**Routed metal per tile**

(4 px per um) 19 x 20 tiles, from white (low) to dark blue (high), scaled to the fullest tile. Values are wire area over tile area, all layers added.
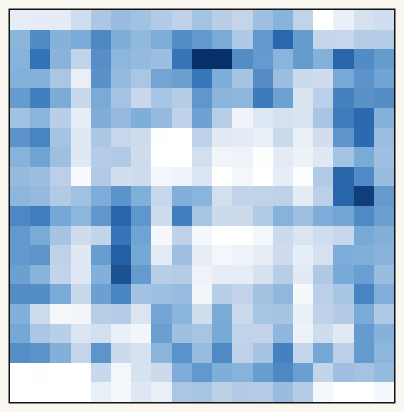
**Gate families picked out**

(6 px per um)
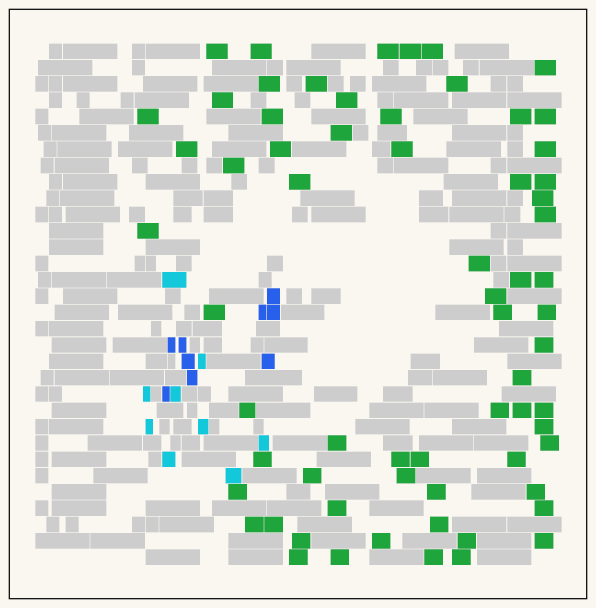
**Signal wires on met4**

(4 px per um) Supply wires on this layer in gray.
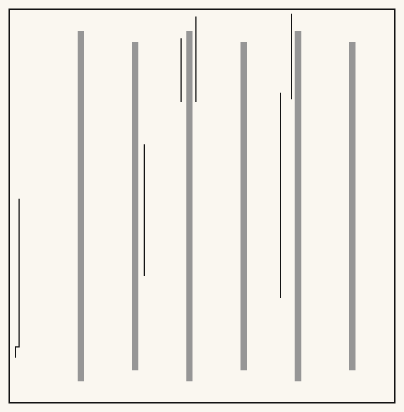
File: config.mk
export PLATFORM = sky130hd
export DESIGN_NAME = mem_port_arbiter
export DESIGN_NICKNAME = d
export VERILOG_FILES = /design/src/rtl/mem_port_arbiter.sv
export SDC_FILE = /design/constraint.sdc
export NUM_CORES = 1
export LEC_CHECK = 0
export ABC_CLOCK_PERIOD_IN_PS = 2029
export CORE_AREA = 4 4 92 94
export CTS_BUF_LIST = sky130_fd_sc_hd__clkbuf_4 sky130_fd_sc_hd__clkbuf_8
export CTS_CLUSTER_SIZE = 40
export DETAILED_ROUTE_END_ITERATION = 10
export DIE_AREA = 0 0 96 98
export DONT_BUFFER_PORTS = 1
export PLACE_DENSITY = 0.71
export SYNTH_ARGS = -nofsm -noshare
export SYNTH_HDL_FRONTEND = slang
export SYNTH_SLANG_ARGS = --single-unit
File: constraint.sdc
create_clock -name clk -period 2.03 [get_ports clk]
set_clock_uncertainty 0.05 [all_clocks]
set_input_delay 0.406 -clock clk [delete_from_list [all_inputs] [get_ports clk]]
set_output_delay 0.406 -clock clk [all_outputs]
set_load 0.02 [all_outputs]
File: src/rtl/mem_port_arbiter.sv
// Round-robin arbiter for the shared memory port: fetch (0) vs load/store (1).
// One transaction at a time: accept in IDLE, present in ISSUE, wait in WAIT_RESP.
module mem_port_arbiter #(
    parameter int unsigned DATA_W  = 32,
    parameter int unsigned ADDR_W  = 32,
    parameter int unsigned TIMEOUT = 16
) (
    input  logic              clk,
    input  logic              rst_n,
    input  logic              req0_valid,
    input  logic [ADDR_W-1:0] req0_addr,
    output logic              req0_ready,
    input  logic              req1_valid,
    input  logic [ADDR_W-1:0] req1_addr,
    input  logic [DATA_W-1:0] req1_wdata,
    input  logic              req1_we,
    output logic              req1_ready,
    output logic              mem_valid,
    input  logic              mem_ready,
    output logic [ADDR_W-1:0] mem_addr,
    output logic [DATA_W-1:0] mem_wdata,
    output logic              mem_we,
    input  logic              mem_resp_valid,
    input  logic [DATA_W-1:0] mem_rdata,
    output logic              resp_valid0,
    output logic              resp_valid1,
    output logic [DATA_W-1:0] resp_rdata,
    output logic              resp_err,
    output logic              sel,
    output logic              busy
);

    localparam int unsigned CNT_W = (TIMEOUT > 1) ? $clog2(TIMEOUT) : 1;

    typedef enum logic [1:0] {
        IDLE      = 2'd0,
        ISSUE     = 2'd1,
        WAIT_RESP = 2'd2
    } state_t;

    state_t             state, state_d;
    logic               last_grant, last_grant_d;
    logic [CNT_W-1:0]   cnt, cnt_d;
    logic               sel_d;
    logic [ADDR_W-1:0]  mem_addr_d;
    logic [DATA_W-1:0]  mem_wdata_d;
    logic               mem_we_d;
    logic               mem_valid_d;
    logic               busy_d;
    logic               resp_valid0_d, resp_valid1_d;
    logic [DATA_W-1:0]  resp_rdata_d;
    logic               resp_err_d;
    logic               winner;

    // State and all registered outputs; reset aborts any transaction in flight.
    always_ff @(posedge clk or negedge rst_n) begin
        if (!rst_n) begin
            state       <= IDLE;
            last_grant  <= 1'b1;
            cnt         <= '0;
            sel         <= 1'b0;
            mem_addr    <= '0;
            mem_wdata   <= '0;
            mem_we      <= 1'b0;
            mem_valid   <= 1'b0;
            busy        <= 1'b0;
            resp_valid0 <= 1'b0;
            resp_valid1 <= 1'b0;
            resp_rdata  <= '0;
            resp_err    <= 1'b0;
        end else begin
            state       <= state_d;
            last_grant  <= last_grant_d;
            cnt         <= cnt_d;
            sel         <= sel_d;
            mem_addr    <= mem_addr_d;
            mem_wdata   <= mem_wdata_d;
            mem_we      <= mem_we_d;
            mem_valid   <= mem_valid_d;
            busy        <= busy_d;
            resp_valid0 <= resp_valid0_d;
            resp_valid1 <= resp_valid1_d;
            resp_rdata  <= resp_rdata_d;
            resp_err    <= resp_err_d;
        end
    end

    // Next-state, grant selection and response generation.
    always_comb begin
        state_d       = state;
        last_grant_d  = last_grant;
        cnt_d         = cnt;
        sel_d         = sel;
        mem_addr_d    = mem_addr;
        mem_wdata_d   = mem_wdata;
        mem_we_d      = mem_we;
        mem_valid_d   = mem_valid;
        busy_d        = busy;
        resp_valid0_d = 1'b0;
        resp_valid1_d = 1'b0;
        resp_rdata_d  = '0;
        resp_err_d    = 1'b0;
        req0_ready    = 1'b0;
        req1_ready    = 1'b0;
        // On a tie the requester not served last wins.
        winner        = (req0_valid && req1_valid) ? ~last_grant : req1_valid;

        unique case (state)
            IDLE: begin
                if (req0_valid || req1_valid) begin
                    req0_ready  = ~winner;
                    req1_ready  = winner;
                    sel_d       = winner;
                    mem_addr_d  = winner ? req1_addr : req0_addr;
                    mem_wdata_d = winner ? req1_wdata : '0;
                    mem_we_d    = winner ? req1_we : 1'b0;
                    mem_valid_d = 1'b1;
                    busy_d      = 1'b1;
                    state_d     = ISSUE;
                end
            end
            ISSUE: begin
                if (mem_ready) begin
                    mem_valid_d = 1'b0;
                    cnt_d       = '0;
                    state_d     = WAIT_RESP;
                end
            end
            WAIT_RESP: begin
                cnt_d = cnt + CNT_W'(1);
                // A response arriving on the expiry cycle takes priority over the error.
                if (mem_resp_valid || (cnt == CNT_W'(TIMEOUT - 1))) begin
                    resp_valid0_d = ~sel;
                    resp_valid1_d = sel;
                    resp_rdata_d  = mem_resp_valid ? mem_rdata : '0;
                    resp_err_d    = ~mem_resp_valid;
                    last_grant_d  = sel;
                    busy_d        = 1'b0;
                    state_d       = IDLE;
                end
            end
            default: begin
                state_d     = IDLE;
                mem_valid_d = 1'b0;
                busy_d      = 1'b0;
            end
        endcase
    end

endmodule

==> results.tsv <==
stage	metric	value	unit
run_status	status	complete, but fails checks	
run_status	failing checks	negative hold slack	
routing	Routed Antenna Nets	0	
cells_and_area	Final clock-cell share	4.45	%
sta	Hold Vio Cnt, Final	110	
sta	Setup TNS	0	ns
power_and_ir_drop	maximum VDD drop	0.000567	V
critical_path	Worst setup EP type	primary output	
grt	met2 usage	34.0	%
critical_path	slowest stage delay, CP	0.46	ns
synthesis	Synth Seq Share	64.8	%
critical_path	Slowest-stage cell, CP	dfrtp_1	
floorplanning	Die W	96	um
floorplanning	I/O Pins	240	
cells_and_area	final core occ	58.9	%
sta	Final WS setup	0.125	ns
synthesis	asr flop ratio synth	100	%
clocking	clock sinks	110	
sta	worst hold margin	-0.326	ns
cells_and_area	biggest regs	mem_addr: 32 flops, mem_wdata: 32 flops, resp_rdata: 32 flops	
sta	fin crit share	93.8	%
critical_path	critical register-to-register path startpoint	state[0]	
synthesis	Yosys cell types	36	
routing	Post-Route M1 WL	3500	um
critical_path	WP depth	3	
critical_path	RR Endpoint	mem_addr[11]	
synthesis	cell count after synthesis	311	
clocking	clock-pin slew on the worst setup and hold paths	0.11	ns
clocking	postcts setup bufs	1	
critical_path	CP endpoint	req1_ready	
critical_path	buffer and inverter count on the worst path	1	
Back to the opening pictures, 'routed metal per tile':
emptiest ninth of the die: center
tiles over half the peak: 24%
fullest tile: 0.53
nearly empty tiles: 5.5%
mean over tiles: 0.19
final wirelength: 10200 um
gr usage total: 21.6%
routed length per instance: 24.9 um
via count: 2687

Back to the opening pictures, 'gate families picked out':
| color | family | cells |
|---|---|---|
| blue | nand cells | 9 |
| green | non-inverting ao/oa cells | 66 |
| cyan | nor cells | 9 |
Comb/total area: 29.2%
Non-Filler Instances: 408
Commonest Layout Cell: dfrtp_1

Back to the opening pictures, 'signal wires on met4':
share of all routed wire: 1.8%
main direction: vertical

